Run 1, sizing map:
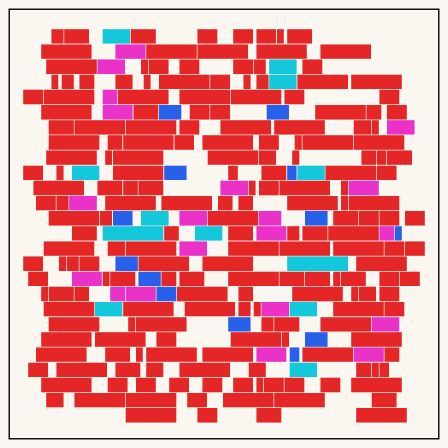
Run 1, placement by cell class:
The bar under the picture is 20 um long.
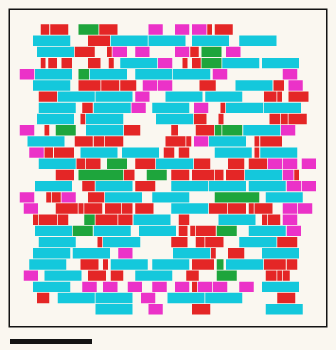
Run 1, wire density map:
The bar under the picture is 20 um long. The die is cut into 15 by 15 equal tiles; dark purple is low, yellow is high, scaled to the fullest tile. Values are wire area over tile area, all layers added.
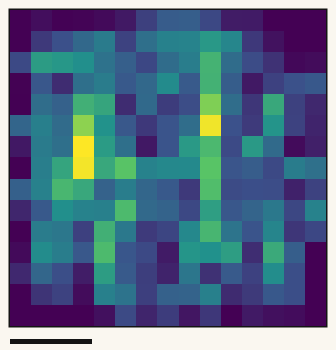
--- src/rtl/swi_pkg.sv ---
// Shared types and default parameters for the switch input conditioner.
//   ev_state_t          : change-event channel FSM states
//   NBITS_TOP           : default switch vector width
//   SYNC_STAGES_DEF     : default synchronizer depth per bit
//   DEBOUNCE_CYCLES_DEF : default consecutive-mismatch count before a change
package swi_pkg;

    typedef enum logic {
        EV_IDLE    = 1'b0,
        EV_PENDING = 1'b1
    } ev_state_t;

    localparam int NBITS_TOP           = 8;
    localparam int SYNC_STAGES_DEF     = 2;
    localparam int DEBOUNCE_CYCLES_DEF = 4;

endpackage

--- src/rtl/debounce_bit.sv ---
// One switch bit: synchronizer chain, mismatch counter, clean flop and
// registered rise/fall pulses.
//   clk_2     : clock, all state on rising edge
//   reset     : asynchronous, active-high
//   raw       : raw pin, asynchronous to clk_2
//   clean     : debounced level
//   clean_nxt : value clean takes on the coming edge (lets the parent see a
//               change on the same edge it lands; derived from flops only)
//   rise/fall : one-cycle pulses, registered on the edge clean changes
module debounce_bit
    import swi_pkg::*;
#(
    parameter int SYNC_STAGES     = SYNC_STAGES_DEF,
    parameter int DEBOUNCE_CYCLES = DEBOUNCE_CYCLES_DEF
) (
    input  logic clk_2,
    input  logic reset,
    input  logic raw,
    output logic clean,
    output logic clean_nxt,
    output logic rise,
    output logic fall
);

    localparam int                CNT_W    = $clog2(DEBOUNCE_CYCLES + 1);
    localparam logic [CNT_W-1:0]  CNT_LAST = CNT_W'(DEBOUNCE_CYCLES - 1);

    logic [SYNC_STAGES-1:0] sync;
    logic                   s;
    logic [CNT_W-1:0]       cnt;
    logic [CNT_W-1:0]       cnt_nxt;

    assign s = sync[SYNC_STAGES-1];

    // The counter only runs while the synchronized input disagrees with the
    // clean level; any agreement discards the partial count, so a glitch
    // shorter than DEBOUNCE_CYCLES never reaches the output.
    always_comb begin
        cnt_nxt   = '0;
        clean_nxt = clean;
        if (s != clean) begin
            if (cnt == CNT_LAST) begin
                clean_nxt = s;
            end else begin
                cnt_nxt = cnt + CNT_W'(1);
            end
        end
    end

    always_ff @(posedge clk_2 or posedge reset) begin
        if (reset) begin
            sync  <= '0;
            cnt   <= '0;
            clean <= 1'b0;
            rise  <= 1'b0;
            fall  <= 1'b0;
        end else begin
            sync  <= {sync[SYNC_STAGES-2:0], raw};
            cnt   <= cnt_nxt;
            clean <= clean_nxt;
            rise  <= clean_nxt & ~clean;
            fall  <= ~clean_nxt & clean;
        end
    end

endmodule

--- src/rtl/swi_debounce.sv ---
// Board switch conditioner: per-bit synchronize + debounce, edge pulses and a
// valid/ready change-event channel with a sticky overrun flag.
//   clk_2         : clock, all state on rising edge
//   reset         : asynchronous, active-high
//   swi_raw       : raw switch pins (asynchronous)
//   swi_clean     : debounced switch vector
//   rise/fall     : per-bit one-cycle edge pulses
//   event_valid   : change event pending
//   event_data    : swi_clean snapshot of the pending event
//   event_ready   : consumer accepts the event
//   event_overrun : sticky, a pending event was overwritten before acceptance
//   overrun_clr   : synchronous clear of event_overrun (a coincident set wins)
//
// Event FSM states:
//   state      | meaning
//   EV_IDLE    | no event outstanding, event_valid low
//   EV_PENDING | event_valid high, event_data held until accepted
module swi_debounce
    import swi_pkg::*;
#(
    parameter int NBITS           = NBITS_TOP,
    parameter int SYNC_STAGES     = SYNC_STAGES_DEF,
    parameter int DEBOUNCE_CYCLES = DEBOUNCE_CYCLES_DEF
) (
    input  logic             clk_2,
    input  logic             reset,
    input  logic [NBITS-1:0] swi_raw,
    output logic [NBITS-1:0] swi_clean,
    output logic [NBITS-1:0] rise,
    output logic [NBITS-1:0] fall,
    output logic             event_valid,
    output logic [NBITS-1:0] event_data,
    input  logic             event_ready,
    output logic             event_overrun,
    input  logic             overrun_clr
);

    logic [NBITS-1:0] clean_nxt;
    logic             change;

    ev_state_t        state;
    ev_state_t        state_nxt;
    logic [NBITS-1:0] data_nxt;
    logic             overrun_nxt;

    for (genvar i = 0; i < NBITS; i++) begin : g_bit
        debounce_bit #(
            .SYNC_STAGES     (SYNC_STAGES),
            .DEBOUNCE_CYCLES (DEBOUNCE_CYCLES)
        ) u_bit (
            .clk_2     (clk_2),
            .reset     (reset),
            .raw       (swi_raw[i]),
            .clean     (swi_clean[i]),
            .clean_nxt (clean_nxt[i]),
            .rise      (rise[i]),
            .fall      (fall[i])
        );
    end

    // Looking at clean_nxt rather than the clean flops lets the event land on
    // the same edge as swi_clean and the rise/fall pulses.
    assign change = (clean_nxt != swi_clean);

    assign event_valid = (state == EV_PENDING);

    always_ff @(posedge clk_2 or posedge reset) begin
        if (reset) begin
            state         <= EV_IDLE;
            event_data    <= '0;
            event_overrun <= 1'b0;
        end else begin
            state         <= state_nxt;
            event_data    <= data_nxt;
            event_overrun <= overrun_nxt;
        end
    end

    always_comb begin
        state_nxt   = state;
        data_nxt    = event_data;
        overrun_nxt = event_overrun & ~overrun_clr;
        case (state)
            EV_IDLE: begin
                if (change) begin
                    data_nxt  = clean_nxt;
                    state_nxt = EV_PENDING;
                end
            end
            EV_PENDING: begin
                if (change) begin
                    // Accept-and-reload when ready coincides; otherwise the
                    // unread event is overwritten and flagged.
                    data_nxt = clean_nxt;
                    if (!event_ready) begin
                        overrun_nxt = 1'b1;
                    end
                end else if (event_ready) begin
                    state_nxt = EV_IDLE;
                end
            end
            default: begin
                state_nxt = EV_IDLE;
            end
        endcase
    end

endmodule

--- config.mk ---
export PLATFORM = sky130hd
export DESIGN_NAME = swi_debounce
export DESIGN_NICKNAME = d
export VERILOG_FILES = /design/src/rtl/swi_pkg.sv /design/src/rtl/debounce_bit.sv /design/src/rtl/swi_debounce.sv
export SDC_FILE = /design/constraint.sdc
export NUM_CORES = 1
export LEC_CHECK = 0
export CORE_MARGIN = 2
export CORE_UTILIZATION = 57
export CTS_BUF_LIST = sky130_fd_sc_hd__clkbuf_4 sky130_fd_sc_hd__clkbuf_8 sky130_fd_sc_hd__clkbuf_16
export CTS_CLUSTER_DIAMETER = 40
export DETAILED_ROUTE_END_ITERATION = 10
export HOLD_SLACK_MARGIN = 0.15
export PLACE_DENSITY_LB_ADDON = 0.12
export SLEW_MARGIN = 20
export SYNTH_ARGS = -nofsm -noshare
export SYNTH_HDL_FRONTEND = slang
export SYNTH_SLANG_ARGS = --single-unit
--- constraint.sdc ---
create_clock -name clk_2 -period 6.6 [get_ports clk_2]
set_clock_uncertainty 0.05 [all_clocks]
set_input_delay 0.66 -clock clk_2 [delete_from_list [all_inputs] [get_ports clk_2]]
set_output_delay 0.66 -clock clk_2 [all_outputs]
set_load 0.1 [all_outputs]
==> commit_impl_results.txt, run 1 <==
Record implementation results from latest flow run

- The launch point of the worst min-delay path is recorded as g_bit[2].u_bit.sync[0].
- Number of instances resized during post-cts repair: 0
* Critical path data required time: 5.89 ns
- Wire length the detailed router placed on met1: 1780 um
- The number of antenna violations at the first check in global routing is 0.
* Post-synthesis cell type with the largest instance count: dfrtp_1
- Wire segments on met3 add up to 184 um in the final route.
- Across all checked pins, the minimum headroom to the slew limit is 0.334.
- The post-synth count of flops with an enable pin is 0.
* Yosys warning tally: 0
- Cell area after synthesis: 3020 um2
- The HPWL after detailed placement is 3210 um.
- According to the timing report, the critical path is launched from g_bit[7].u_bit.clean.
* I/O pin total: between 40 and 50
- After synthesis, the share of cell area in mux cells is 0.0695.
- Cells on Worst Hold Path: 0
- The worst setup path is captured at an output port.
* Core Util at FP: 0.592
- Final cell count without fillers: 316
- Count of mapped cells out of synthesis: 208
- Yosys cell count: 208
- The cell-mix breakdown from Yosys lists the adder-cell area share as 0.0993.
* Min-delay worst type: reg -> reg
* Xor/xnor share: 0.0232
- In this run the critical path is formed by clkdlybuf4s50_1.
- In the routed design, unresolved DRC markers number 0.
* Multi-input combinational cell area: 912 um2
- CP max FO: 5
- Routed signal wires occupy layers up through met4.
- Max-cap violation count: 0
- Post-synth area from yosys stat: between 3000 and 4000 um2
* Largest net degree at the start of global routing: 75
- Dominant comb cell: simple AND/OR/NAND/NOR gates
* Aoi/oai-family share of the synthesized area: 0.00207
- In the synthesized netlist the async set-or-reset flop fraction comes to 1.00.
* Placement Setup Slack: 4.16 ns
- Routed length on met2: around 2400 um
* Post-Route WL: approximately 4500 um
* CTS Root Buffer Type: clkbuf_8
- The horizontal die dimension reported for this design is 76.8 um.
- Flip-flop count of the largest register, all copies and words added: 24
* Total CTS buffers: 9
- Final layout net count: 277
- Hold Slack: around 0.3 ns
- Post-route minimum period: ~2.7 ns
- Post-CTS clock slew at the launch and capture registers of the worst setup and hold paths: 0.07 ns
- TritonCTS Sinks: 74
- Remaining antenna violation count: 0
* Synth top area share: 0.613
* Antenna diodes: 0
- Fillcell total: 367
* Syn_area_per_cell: roughly 15 um2
* CP Capture Point: swi_clean[7]
- Largest registers: g_bit.u_bit.cnt: 24 flops, g_bit.u_bit.sync: 16 flops
- The number of different library cells used by synthesis comes to 18.
- The layout summary lists the proportion of cells stronger than drive strength 1 as 0.183.
- The worst setup path is of the reg -> out kind.
* Sequential cells: approximately 74
- TritonCTS clock tree: yes
* Transition time at the pin with the least slew margin: between 0.9 and 1 ns
- From bottom edge to top edge, the die measures 76.8 um.
* Post-Synth Simple-Gate Area: 0.108
- Number of max-slew violations in the final report: 0
* Commonest cells post-synth: 74 x dfrtp_1, 24 x buf_4, 24 x ha_1
* Max Fclk: 374 MHz
* Via count: 1,508
* Capture point of the worst reg-to-reg path: event_data[2]
* Tool warnings: 34
- The worst setup path is launched from a flop.
- Most instantiated flip-flop cell in the synthesis netlist: dfrtp_1
- Slowest library cell on the worst path: clkdlybuf4s50_1
- For this run, global-route usage on met3 was measured as 0.0435.
- Setup repair after global routing left no endpoint under its margin.
- CP arrival: 1.96 ns
- More flip-flops sit in one register than any other, and that register is g_bit.u_bit.cnt.
- Floorplan net count: 244
- Post-route period utilization is reported as 0.405.
* Post-placement cell count: 300
- The run finished with clean final reports.
- Routability-driven placement finished with a final weighted congestion of around 0.74.
* Number of buffers inserted by hold repair at cts: 0
- The first global-routing pass estimated 7760 um of wire.
- Data-path buffer share of cell area in the final layout: 0.127
## Picture notes: 'sizing map'
Blue shows drive 2, cells 13. Magenta shows drive 3 to 4, cells 20. Red shows drive 1 or less, cells 201. Cyan shows drive 6 and up, cells 12.
area growth from synthesis to final layout: 19.5%
post-layout instance area: 3610 um2
number of ordinary and repair buffers in the finished layout: 46
worst setup slack after layout: 3.93 ns

## Picture notes: 'placement by cell class'
Green shows clock drivers and dummy loads, cells 16, share of their area 6.3%. Red shows all other logic, cells 110, share of their area 28%. Magenta shows other buffers and delay cells, cells 46, share of their area 13%. Cyan shows flip-flops, cells 74, share of their area 53%.
post-route core utilization: 0.707
Core Region: 5110 um2
number of rows created at floorplan: 26
sequential share of cell area: 0.513

## Picture notes: 'wire density map'
The densest ninth of the die: middle left. 10% of the tiles are nearly empty. The mean over all tiles is 0.12. The emptiest ninth of the die: upper right. 16% of the tiles are over half the peak.
All-Layer GR Usage: 0.176
wire length per cell after detailed routing: 14.3 um

Run 1, wires at chosen ports, followed through buffers:
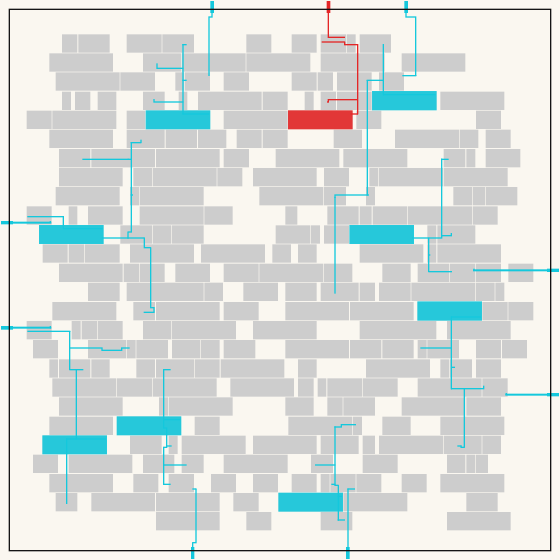

==> run 2: changes to the inputs <==
--- a/config.mk
+++ b/config.mk
@@ -6,7 +6,7 @@
 export NUM_CORES = 1
 export LEC_CHECK = 0
 export CORE_MARGIN = 2
-export CORE_UTILIZATION = 57
+export CORE_UTILIZATION = 48
 export CTS_BUF_LIST = sky130_fd_sc_hd__clkbuf_4 sky130_fd_sc_hd__clkbuf_8 sky130_fd_sc_hd__clkbuf_16
 export CTS_CLUSTER_DIAMETER = 40
 export DETAILED_ROUTE_END_ITERATION = 10
==> constraint.sdc (replaced) <==
create_clock -name clk_2 -period 2.3 [get_ports clk_2]
set_clock_uncertainty 0.05 [all_clocks]
set_input_delay 0.23 -clock clk_2 [delete_from_list [all_inputs] [get_ports clk_2]]
set_output_delay 0.23 -clock clk_2 [all_outputs]
set_load 0.1 [all_outputs]
Run 2, wires at chosen ports, followed through buffers:
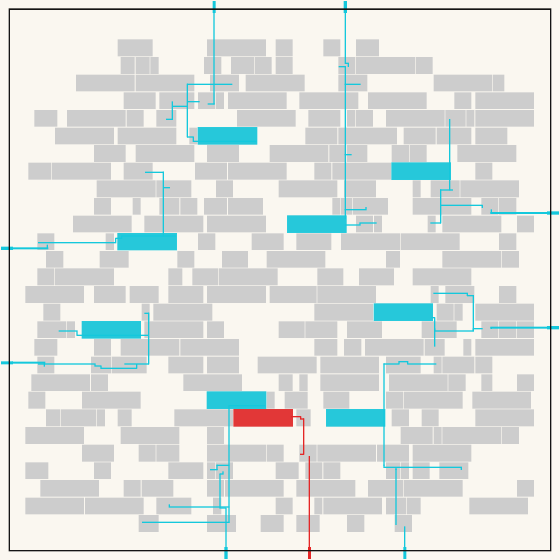
Red shows `event_valid`, bits 1, direction output, edge bottom, end cells 1, buffers 1, wire 22.2 um. Cyan shows `swi_clean`, bits 8, direction output, edge 2 left, 2 bottom, 2 right, 2 top, end cells 8, buffers 8, wire 366 um.
I/O pin total: 46
port buffer count: 45

==> run 2 against run 1 <==
Net effect: synthesized cell count did not move; sequential share of layout area fell by 1.8 points; design area rose by 3.6%; worst hold slack got worse by 0.13 ns; clock-buffer cell count rose by 3; die size rose by 18%; synthesized area did not move; global-route usage fell by 3.3 points; register-to-register slack got worse by 4.1 ns; core utilization fell by 8.2 points.
==> commit_impl_results.txt, run 2 <==
Record implementation results from latest flow run

- The run finished with clean final reports.
* Post-synth seq share: 0.613
- Hold timing on the final database bottoms out at a slack of 0.173 ns.
- Entering global routing, the biggest net connects 27 pins.
- Setup repair after global routing could not meet its margin everywhere.
- Ranked by flip-flop count, first place goes to g_bit.u_bit.cnt.
- Fraction of met3 tracks used by global routing: 0.0537
* Transition time at the pin with the least slew margin: between 0.4 and 0.5 ns
* Area growth from synthesis to final layout: 23.8%
* Core Region: 5990 um2
* Area contributors post-synth: dfrtp_1 61%, ha_1 9.9%, buf_4 6.0%, mux2_4 4.0%, nand2b_4 3.6%
- Timing would allow up to 444 MHz.
- The sequential cells in the finished layout cover a total of 1850 um2.
* Share of cell area taken by muxes after synthesis: 0.0695
- The launch point of the critical path was reported as g_bit[0].u_bit.cnt[0].
- In this run, distinct cell masters in the synthesized netlist total 18.
- Proportion of layout cells with a drive suffix above 1: 0.407
- Row generation in the floorplan step produced 28 rows.
- Worst slew margin relative to its limit: 0.705
- Xor/xnor share: 0.0232
* DR vias/cell: approximately 4.6
- The final report gives the core utilization as 0.625.
* Flip-flop count of the largest register, all copies and words added: 24
- At the worst endpoint, the arrival time is 2.42 ns.
* Post-layout period usage of the worst path: 0.979
- With fillers left out, the area of the finished cells amounts to 3740 um2.
* Dominant comb cell: simple AND/OR/NAND/NOR gates
- In the finished design the tool counted flip-flops and latches totalling between 70 and 80.
* Synth top area share: 0.613
* Slowest library cell on the worst path: dfrtp_1
* Detailed Place HPWL: 3130 um
- Counting flops with an async set or reset pin after synthesis yields a share of 1.00.
- Setup TNS: 0 ns
* Aoi/oai-family share of the synthesized area: 0.00207
* Syn_area_per_cell: 14.5 um2
* Largest registers: g_bit.u_bit.cnt: 24 flops, g_bit.u_bit.sync: 16 flops
- Count of library flops with an enable pin: 0
- Ranked by instance count, the synthesized netlist is headed by 74 x dfrtp_1, 24 x buf_4, 24 x ha_1.
- After detailed routing, the wire length on met1 is approximately 1900 um.
- In the detailed route, the total length drawn on met3 is roughly 250 um.
- The count of nets left with antenna violations once routing finished came out at 0.
- The worst register-to-register path begins at g_bit[0].u_bit.cnt[0].
- Count of non-CTS inverters in the layout: 21
- TritonCTS clock tree: yes
- All-Layer GR Usage: 0.142
* Yosys cell count: approximately 210
* Post-route minimum period: about 2.3 ns
* Post-synthesis cell type with the largest instance count: dfrtp_1
- Per the post-place timing report, worst setup slack is -0.0548 ns.
- Post-CTS clock slew at the launch and capture registers of the worst setup and hold paths: 0.07 ns
- Highest layer used for signal routing: met4
* CP max FO: 5
- Min-delay worst type: in -> async
* Worst setup slack for register-to-register paths: 0.05 ns
- After layout, the buffer instance count without clock buffers stands at about 59.
- Dominant logic cell type in the layout: dfrtp_1
- Number of instances resized during post-cts repair: 5
- Number of antenna violations at the first check in global routing: 0
- Capture point of the worst reg-to-reg path: event_data[7]
- Cell breakdown of the critical path: ha_2 > nand2b_4 > mux2_4 > ha_1 > nand4_1 > buf_4 > nor2_4 > mux2_4
- Post-synth area from yosys stat: 3020 um2
- Well-tap cell count: roughly 75
* Wire length of the first global-routing pass: between 7000 and 8000 um
* Vertical extent of the die: 83.4 um
- The count of cells in the finished layout, fillers not included, comes to approximately 330.
- The worst setup path is launched from a flop.
* Routed length on met2: 2240 um
* Post-placement cell count: 311
- Wire length per cell after detailed routing: roughly 13 um
* Classification of the worst setup path: reg -> reg
- Total of flip-flops plus latches after synthesis: 74
- Per the synthesis report, the adder-cell share of the synthesized area is 0.0993.
* Floorplan net count: ~240
- Setup violations remaining at the end of the flow were counted as 0.
* Core Util at FP: 0.505
- For this run, the script counts the antenna cells in the layout as 0.
- Leaving out buffers and inverters, the combinational logic in the layout accounts for 1070 um2.
* CP Capture Type: flop
- Per STA, the endpoint of the critical path is event_data[7].
* Levels on crit path: 8
- Count of mapped cells out of synthesis: between 200 and 250
- The synthesis log from Yosys contains 0 warnings.
* Max-cap violation count: 0
- Most instantiated flip-flop cell in the synthesis netlist: dfrtp_1
- Of the total standard cell area in the layout, the sequential portion is 0.495.
* Fillcell total: ~470
- Most frequent logic cells in the routed design: 74 x dfrtp_1, 47 x buf_4, 20 x inv_1, 13 x mux2_4, 13 x nor3b_1
- The tool warning count for the run is 35.
* Post-Route WL: 4480 um
* Final weighted congestion in routability-driven placement: 0.713
- Worst setup slack after layout: roughly 0.047 ns
* CTS Root Buffer Type: clkbuf_8
- For this block, the via count after detailed routing is 1,540.
- TritonCTS Sinks: 74
- For the worst setup path, the data required time is around 2.5 ns.
* Cell area after synthesis: ~3000 um2
* Number of max-slew violations in the final report: 0
* Number of buffers inserted by hold repair at cts: 0
- Detailed-route DRC error count: 0
- Vias in the first global route: about 1,600
* Data-path buffer share of cell area in the final layout: 0.129
* Post-Synth Simple-Gate Area: 0.108
- The layout report gives the multi-input gate share of total cell area as 0.285.
- Per the TritonCTS log, the buffer count is 9.
- Number of buffers between clock root and the deepest sink: 2
* Overall die width: 83.4 um
* Final layout net count: 291
